## config.mk

```make
export PLATFORM = sky130hd
export DESIGN_NAME = mult_seq_ctrl_flat
export DESIGN_NICKNAME = d
export VERILOG_FILES = /design/src/rtl/mult_seq_ctrl_if.sv /design/src/rtl/mult_seq_ctrl.sv /design/src/flat_wrapper.sv
export SDC_FILE = /design/constraint.sdc
export NUM_CORES = 1
export LEC_CHECK = 0
export CORE_MARGIN = 4
export CORE_UTILIZATION = 47
export CTS_CLUSTER_SIZE = 30
export DETAILED_ROUTE_END_ITERATION = 8
export GPL_TIMING_DRIVEN = 0
export PLACE_DENSITY = 0.75
export REMOVE_ABC_BUFFERS = 1
export SLEW_MARGIN = 25
export SYNTH_ARGS = -nofsm -noshare
export SYNTH_HDL_FRONTEND = slang
export SYNTH_SLANG_ARGS = --single-unit
```

## constraint.sdc

```tcl
create_clock -name Clk -period 2 [get_ports Clk]
set_input_delay 0.4 -clock Clk [delete_from_list [all_inputs] [get_ports Clk]]
set_output_delay 0.4 -clock Clk [all_outputs]
set_load 0.01 [all_outputs]
```

## src/rtl/mult_seq_ctrl_if.sv

```systemverilog
// Handshake and datapath-strobe bundle between the multiplier controller and its
// issuing unit / shift-and-add datapath.
interface mult_seq_ctrl_if #(
   parameter int CW = 5
);
   logic          Start;
   logic          M;
   logic          Load;
   logic          Ad;
   logic          Sh;
   logic          Busy;
   logic          Done;
   logic [CW-1:0] Iter;

   modport master (
      output Start, M,
      input  Load, Ad, Sh, Busy, Done, Iter
   );

   modport slave (
      input  Start, M,
      output Load, Ad, Sh, Busy, Done, Iter
   );
endinterface

```

## src/rtl/mult_seq_ctrl.sv

```systemverilog
// Control FSM for a shift-and-add multiplier: Load, then WIDTH shifts with an add before each set LSB.
// Done follows Start sampling by 1+WIDTH+popcount edges and is held until Start drops (4-phase).
module mult_seq_ctrl #(
   parameter int WIDTH = 16,
   parameter int CW    = 5
) (
   input logic          Clk,
   input logic          Rst_n,
   mult_seq_ctrl_if.slave bus
);

   typedef enum logic [2:0] {
      IDLE  = 3'd0,
      LOAD  = 3'd1,
      RUN   = 3'd2,
      ADDED = 3'd3,
      DONE  = 3'd4
   } state_t;

   localparam logic [CW-1:0] LAST = CW'(WIDTH - 1);

   state_t        state;
   logic [CW-1:0] iter;
   logic          load_q;
   logic          busy_q;
   logic          done_q;

   // Load/Busy/Done are registered from the next state; Iter only moves on a shift.
   always_ff @(posedge Clk or negedge Rst_n) begin
      if (!Rst_n) begin
         state  <= IDLE;
         iter   <= '0;
         load_q <= 1'b0;
         busy_q <= 1'b0;
         done_q <= 1'b0;
      end else begin
         case (state)
            IDLE: begin
               if (bus.Start) begin
                  state  <= LOAD;
                  load_q <= 1'b1;
                  busy_q <= 1'b1;
               end
            end
            LOAD: begin
               state  <= RUN;
               load_q <= 1'b0;
               iter   <= '0;
            end
            RUN: begin
               if (bus.M) begin
                  state <= ADDED;
               end else begin
                  iter <= iter + CW'(1);
                  if (iter == LAST) begin
                     state  <= DONE;
                     busy_q <= 1'b0;
                     done_q <= 1'b1;
                  end
               end
            end
            ADDED: begin
               iter <= iter + CW'(1);
               if (iter == LAST) begin
                  state  <= DONE;
                  busy_q <= 1'b0;
                  done_q <= 1'b1;
               end else begin
                  state <= RUN;
               end
            end
            DONE: begin
               if (!bus.Start) begin
                  state  <= IDLE;
                  done_q <= 1'b0;
               end
            end
            default: begin
               state  <= IDLE;
               load_q <= 1'b0;
               busy_q <= 1'b0;
               done_q <= 1'b0;
            end
         endcase
      end
   end

   // Ad/Sh follow M combinationally in RUN so the add decision costs no extra cycle.
   assign bus.Ad   = (state == RUN) && bus.M;
   assign bus.Sh   = ((state == RUN) && !bus.M) || (state == ADDED);
   assign bus.Load = load_q;
   assign bus.Busy = busy_q;
   assign bus.Done = done_q;
   assign bus.Iter = iter;

endmodule
```

## src/flat_wrapper.sv

```systemverilog
// flat-port wrapper written by rule: the top's interface ports become plain ports
module mult_seq_ctrl_flat 
#(
   parameter int WIDTH = 16,
   parameter int CW    = 5
)
  (Clk, Rst_n, bus_Start, bus_M, bus_Load, bus_Ad, bus_Sh, bus_Busy, bus_Done, bus_Iter);
  mult_seq_ctrl_if #(.CW(CW)) bus_i ();
  input logic Clk;
  input logic Rst_n;
  input wire logic [$bits(bus_i.Start)-1:0] bus_Start;
  input wire logic [$bits(bus_i.M)-1:0] bus_M;
  output wire logic [$bits(bus_i.Load)-1:0] bus_Load;
  output wire logic [$bits(bus_i.Ad)-1:0] bus_Ad;
  output wire logic [$bits(bus_i.Sh)-1:0] bus_Sh;
  output wire logic [$bits(bus_i.Busy)-1:0] bus_Busy;
  output wire logic [$bits(bus_i.Done)-1:0] bus_Done;
  output wire logic [$bits(bus_i.Iter)-1:0] bus_Iter;
  assign bus_i.Start = bus_Start;
  assign bus_i.M = bus_M;
  assign bus_Load = bus_i.Load;
  assign bus_Ad = bus_i.Ad;
  assign bus_Sh = bus_i.Sh;
  assign bus_Busy = bus_i.Busy;
  assign bus_Done = bus_i.Done;
  assign bus_Iter = bus_i.Iter;
  mult_seq_ctrl #(.WIDTH(WIDTH), .CW(CW)) u_core (.Clk(Clk), .Rst_n(Rst_n), .bus(bus_i));
endmodule
```

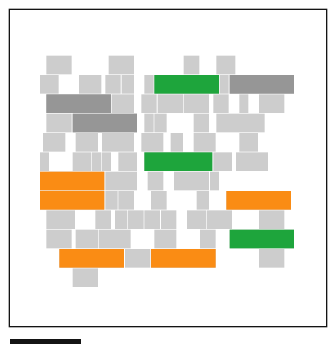
(run_1/registers.png)
Scale bar: 10 um. Other sequential cells in the stronger gray, the rest of the logic in the fainter gray.
legend:
  orange:
    signal: `u_core.bus.Iter`
    flops: 5
  green:
    signal: `u_core.state`
    flops: 3
Reg area: 276.5 um2
sequential power: 0.448 mW
flop share of the area: 0.3582

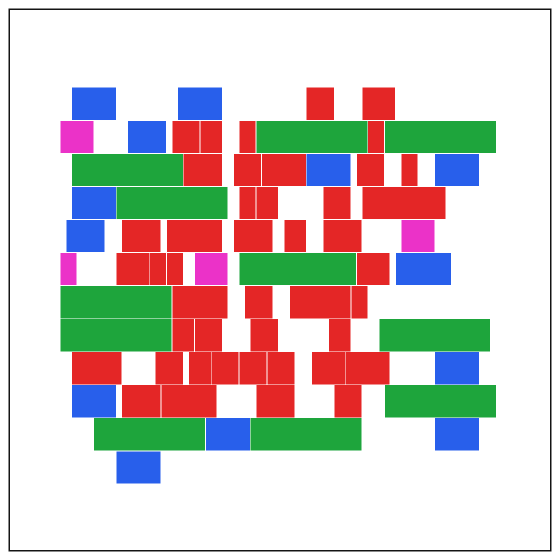
(run_1/cell_classes.png)
legend:
  green:
    class: flip-flops
    cells: 11
    share_of_their_area: 37%
  blue:
    class: other buffers and delay cells
    cells: 13
    share_of_their_area: 17%
  red:
    class: all other logic
    cells: 44
    share_of_their_area: 43%
  magenta:
    class: clock drivers and dummy loads
    cells: 4
    share_of_their_area: 3.5%
Core Footprint: 0.001171 mm2
num rows: 12
Final Core Density: 0.6592

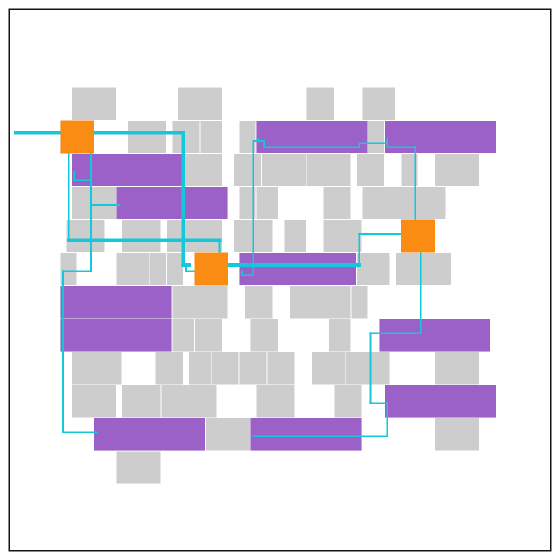
(run_1/clock_map.png)
legend:
  purple:
    item: flip-flops
    count: 11
  cyan:
    item: clock wires
    length: 169 um
  orange:
    item: cells driving clock nets
    count: 3
routed clock nets: 4
Clock Skews: 0.01172 ns
Clock power frac: 0.132

==> changes_impl.md, run 1 <==
### Metrics

* Comb pwr share at 0.483
* Cell type taking the most area: multi-input combinational cells
* Inverters at 1
* First-pass GRT wire length at 2.194 mm
* Design area at 772.0 um2
* Crit path kind: reg2out
* Initial antenna violation count at 0
* CP Cell Sequence: nand2b_1, nor2_2, dlygate4sd2_1
* Late-Pin Clk Latency at between 0.2 and 0.3 ns
* Synth-to-layout area growth at 23.65%
* Final setup TNS at 0 ns
* Post-Layout Cell Count at 86
* Clkbuf count at 4
* Aggregate global-route resource usage at 0.1555
* Top Consumer: combinational logic
* GP Congestion at approximately 0.75
* Worst r2r src: u_core.bus.Iter[0]
* Via count at approximately 490
* Slew margin rel. at 0.6568
* Post-synthesis sequential area ratio at 0.4409
* Num CTS Buffers at 3
* Tool Warnings at 26
* Critical path capture point type: output port
* Critical Path AT at 1.50 ns
* ClkCell Share at 0.03404
* Sw frac at 0.3720
* Hold crit path type: in2async
* CP Launch Type: flop
* Port bufs at 13
* Clock group at ~0.15 mW
* Critical Path Start: u_core.state[2]
* Placed Area at around 740 um2
* Final setup viols at 0
* Int Pwr at 0.7316 mW
* Top cells by area: dfrtp_1 44%, ha_1 6.0%, nand2b_1 6.0%, nor2b_1 3.0%, o21bai_4 3.0%
* Vias in the first global route at between 400 and 500
* Status: complete, no violations
* Critical Path Stages at 3
* Synthesized instance count at ~58
* Worst-path fanout max at 11
* VDD IR max at 747.7 uV
* Setup bufs post-CTS at 0
* Post-route ant nets at 0
* FF-to-FF End: u_core.state[2]
* # diodes at 0
* Register share of total power at 0.385
* Ys cells at just under 60
* Non-clk buf share at 0.1686
* Worst EP required at 1.60 ns
* CTS tree: built
* Unique cell types at 31
* Post-route DRC at 0
* Power, Total at 1.165 mW
* Die area at 0.001975 mm2
* Post-CTS Resized at 2
* Well Taps at 14
* Die Wd at 44.45 um
* Clk root buf: clkbuf_4
* Max incr delay on CP at 0.50 ns
* Hold buffer count at cts at 0
* Final period util at 0.9499
* Reg2reg path depth at 6
* Power density over the cells at 1509 mW/mm2
* Sw Pwr at ~0.43 mW
* Flop-to-flop setup slack at between 0.4 and 0.5 ns
* Final min period at 1.900 ns
run 1: worst register-to-register path: cells and delay by family (launching register included):
kind / cells / cell delay (ns)
compound gates: 2 / 0.27
fa+ha+maj: 2 / 0.46
flops: 1 / 0.41
simple gates: 2 / 0.29
run 1: cells in the final DEF, fill, tap and decap left out, drive strengths merged, types with 2 or more instances in the layout:
cell / count
dfrtp: 11
clkdlybuf4s50: 10
nand2b: 6
nor2b: 5
nor2: 4
clkbuf: 4
nand2: 3
ha: 3
o21ai: 3
and3: 2
nor3: 2
a22o: 2
dlygate4sd2: 2
run 1: registers in the layout, indices dropped and copies added, names as in the netlist:
register and cells:
u_core.bus.Busy 1, u_core.bus.Iter 5, u_core.state 3, u_core.bus.Load 1
u_core.bus.Done 1
run 1: logic make-up after synthesis:
family | Yosys count | synth area share
AND-OR/OR-AND | 14 | 0.1924
adder cells (fa/ha/maj) | 3 | 0.06013
buffers and inverters | 4 | 0.05008
flip-flops | 11 | 0.4409
multiplexers | 1 | 0.01803
AND/OR/NAND/NOR | 25 | 0.2385
run 1: synthesized netlist by cell type (2+ instances only):
cell type   n
a22o_1      2
and3_1      2
dfrtp_1    11
ha_1        3
nand2_1     3
nand2b_1    6
nor2_1      3
nor2b_1     3
nor3_1      2
o21ai_1     2
run 1: routing by layer:
layer | up-vias | wire length [um] | track usage
met2 | 16 | 563 | 0.2384
met5 | - | 0 | 0
met3 | 2 | 102 | 0.08943
met1 | 237 | 587 | 0.1877
met4 | 0 | 10 | 0.03614
li1 | 238 | - | -
run 1: worst max-delay path by stage:
stage	to
finish	bus_Sh
global route	bus_Sh
CTS	bus_Sh
detailed placement	bus_Sh
global placement	bus_Sh
floorplan	u_core.state[2]
--- run 2 (diff from run 1) ---
Settings changed: CAP_MARGIN set to 10.
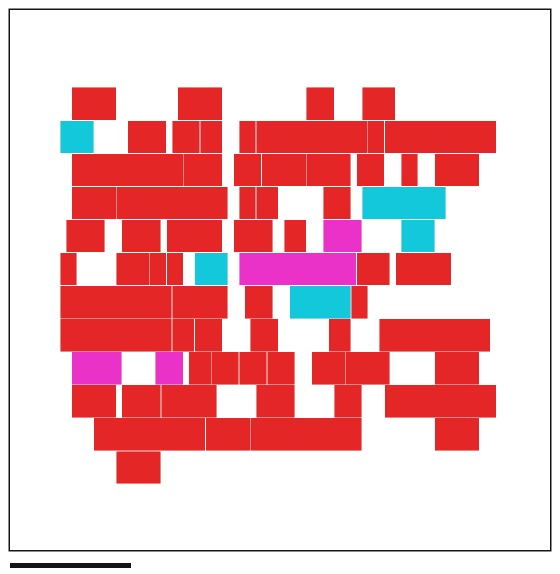
(run_2/drive_strength.png)
Scale bar: 10 um.
legend:
  cyan:
    size: drive 3 to 4
    cells: 5
  magenta:
    size: drive 2
    cells: 4
  red:
    size: drive 1 or less
    cells: 63
setup ws final: 0.1003 ns
design area: 772.0 um2
synth-to-layout area growth: 23.65%
Non-clk bufs: 13

==> run 2 against run 1 <==
Against the previous run: combinational power hardly changed; synthesized cell count did not move; via count unchanged; non-clock buffer count unchanged; design area unchanged; first-iteration DRC count unchanged; routed wire length did not move; global-route usage did not move; fmax did not move; critical path type unchanged.
==> changes_impl.md, run 2 <==
### Metrics

* Final period util at 0.9499 (unchanged)
* Ys async rst share at 1.000 (unchanged)
* Core Footprint at 0.001171 mm2 (unchanged)
* Routed WL at 1.263 mm (unchanged)
* Hold buffer count at cts at 0 (unchanged)
* Critical path capture point type: output port (unchanged)
* EDFF count, synth at 0 (unchanged)
* Flop-to-flop setup slack at 0.48 ns (about the same)
* Max incr delay on CP at 0.50 ns (about the same)
* RSZ-0062 raised after global routing: false (unchanged)
* CP Launch Type: flop (unchanged)
* Per-cell routed wire length at 14.69 um (unchanged)
* I/O pin count at 14 (unchanged)
* Largest net degree at the start of global routing at 14 (unchanged)
* DPL Wire Length at 868.9 um (unchanged)
* Reg area at 276.5 um2 (unchanged)
* Synth cell count leaders: 11 x dfrtp_1, 6 x nand2b_1 (unchanged)
* GP Congestion at 0.7455 (unchanged)
* Die area at 0.001975 mm2 (unchanged)
* Critical Path AT at 1.50 ns (about the same)
* Via count at 493 (unchanged)
* Critical-path top delay cell: dfrtp_1 (unchanged)
* Unique cell types at 31 (unchanged)
* Fin. max-slew vios at 0 (unchanged)
* Area leader share at 0.4409 (unchanged)
* Ys cells at 58 (unchanged)
* Top cells excl fill/tap: 10 x clkdlybuf4s50_1, 10 x dfrtp_1, 6 x nand2b_1 (unchanged)
* Most used flip-flop cell: dfrtp_1 (unchanged)
* Post-Layout Cell Count at 86 (unchanged)
* Top cells by area: dfrtp_1 44%, ha_1 6.0%, nand2b_1 6.0%, nor2b_1 3.0%, o21bai_4 3.0% (unchanged)
* Setup bufs post-CTS at 0 (unchanged)
* Synth Register Bits at 11 (unchanged)
* Vias in the first global route at 491 (unchanged)
* Fmax at 526.4 MHz (unchanged)
* VDD IR max at 747.7 uV (unchanged)
* Initial antenna violation count at 0 (unchanged)
* Final min period at 1.900 ns (unchanged)
* Die Wd at 44.45 um (unchanged)
* CP Cell Sequence: nand2b_1, nor2_2, dlygate4sd2_1 (unchanged)
* Cell type with the largest total area: dfrtp_1 (unchanged)
* Ys Warns at 0 (unchanged)
* Reg2reg path depth at 6 (unchanged)
* Late-Pin Clk Latency at 0.28 ns (about the same)
* Area of the mapped netlist at 624.3 um2 (unchanged)
* Power, Total at 1.165 mW (unchanged)
* Filler cell count at 108 (unchanged)
* Synthesized instance count at 58 (unchanged)
* Final Core Density at 0.6592 (unchanged)
* Clk root buf: clkbuf_4 (unchanged)
* Comb area at 317.8 um2 (unchanged)
* Post-route ant nets at 0 (unchanged)
* Final setup TNS at 0 ns (unchanged)
* Die height at 44.45 um (unchanged)
* H-tree depth at 1 (unchanged)
* Fp util at 0.5331 (unchanged)
* DR vias/cell at 5.733 (unchanged)
* Fraction of layout cells with a size suffix above 1 at 0.1250 (unchanged)
* Aggregate global-route resource usage at 0.1555 (unchanged)
* Largest register FFs at 5 (unchanged)
* Worst-Margin Slew at 0.5131 ns (unchanged)
* Slew margin rel. at 0.6568 (unchanged)
* Yosys top cell by instances: dfrtp_1 (unchanged)
* Tool Warnings at 26 (unchanged)
* Worst EP required at 1.60 ns (about the same)
* FF-to-FF End: u_core.state[2] (unchanged)
* Number of max-cap violations at 0 (unchanged)
* Worst-path clk slew at 0.08 ns (about the same)
* Placed Cells at 82 (unchanged)
* Fin. Hold Viols at 0 (unchanged)
* Status: complete, no violations (unchanged)
* Worst r2r src: u_core.bus.Iter[0] (unchanged)
* Chip area in the Yosys report at 624.3 um2 (unchanged)
* DR iter-0 viols at 10 (unchanged)
* Power density over the cells at 1509 mW/mm2 (unchanged)
* TritonCTS Sinks at 11 (unchanged)
* Syn_area_per_cell at 10.76 um2 (unchanged)
* Port bufs at 13 (unchanged)
* Post-route DRC at 0 (unchanged)
* CTS tree: built (unchanged)
* Worst-path fanout max at 11 (unchanged)
* # diodes at 0 (unchanged)
* WHS at 0.4592 ns (unchanged)
* Clock Skews at 0.01172 ns (unchanged)
* Num rows at 12 (unchanged)
* P_leak at 0.3490 nW (unchanged)
* First-pass GRT wire length at 2.194 mm (unchanged)
* Hold crit path type: in2async (unchanged)
* Final setup viols at 0 (unchanged)
* Crit path kind: reg2out (unchanged)
* CTS max path bufs at 2 (unchanged)
* Post-synthesis sequential area ratio at 0.4409 (unchanged)
* Critical Path Start: u_core.state[2] (unchanged)
* GRT overflow at 0 (unchanged)
* Nets at 80 (unchanged)
* DR pass1 iterations at 4 (unchanged)
* Num CTS Buffers at 3 (unchanged)
* Crit path max-delay family: flip-flops (unchanged)
* Buf/Inv on CP at 1 (unchanged)
## run 2: cell counts after synthesis
No cell type changed its count.
## run 2: worst max-delay path by stage
stage | to | slack [ns] | depth (start not counted)
after floorplan | u_core.state[2] | 0.52 | 6
after global placement | bus_Sh | -0.21 | 4
after detailed placement | bus_Sh | -0.20 | 4
after CTS | bus_Sh | 0.05 | 4
after global routing | bus_Sh | 0.01 | 3
final | bus_Sh | 0.10 | 3
## run 2: layer usage
layer,vias to the layer above,global-route usage,part of all wire
met4,0,0.03614,0.0079
met5,-,0,0
met1,237,0.1877,0.46
li1,238,-,-
met3,2,0.08943,0.081
met2,16,0.2384,0.45
## run 2: cell families (layout without fill, tap and decap cells)
logic type / Yosys count / count (layout) / share of synthesized area
DFF: 11 / 11 / 0.4409
muxes: 1 / 1 / 0.01803
buffers and inverters: 4 / 18 / 0.05008
and+or+nand+nor: 25 / 25 / 0.2385
adders and majority gates: 3 / 3 / 0.06013
AOI/OAI and AO/OA: 14 / 14 / 0.1924
## run 2: power breakdown
part,switching [mW],internal (mW),leakage (nW)
clock network,0.0768,0.0773,0.0150
logic,0.230,0.333,0.203
registers,0.126,0.322,0.131
total,0.433,0.732,0.349
## run 2: through the flow
step	setup slack [ns]	instance area [um2]
after floorplan	0.5232	596.8
after global placement	-0.2147	744.5
after detailed placement	-0.1992	744.5
after CTS	0.05299	768.2
after global routing	0.01144	772.0
final	0.1003	772.0
## run 2: final cells by class
cell class | instances | share of cell area
clock buffer | 4 | 0.03404
inverter | 1 | 0.004862
multi-input combinational | 43 | 0.4117
sequential | 11 | 0.3582
tap | 14 | 0.02269
timing repair buffer | 13 | 0.1686
## run 2: what timing repair did
item / CTS / global route
endpoints found under the setup margin: 2 / 1
gates resized: 2 / 2
cloned: 0 / 0
Power is estimated from default activity; no workload was simulated.
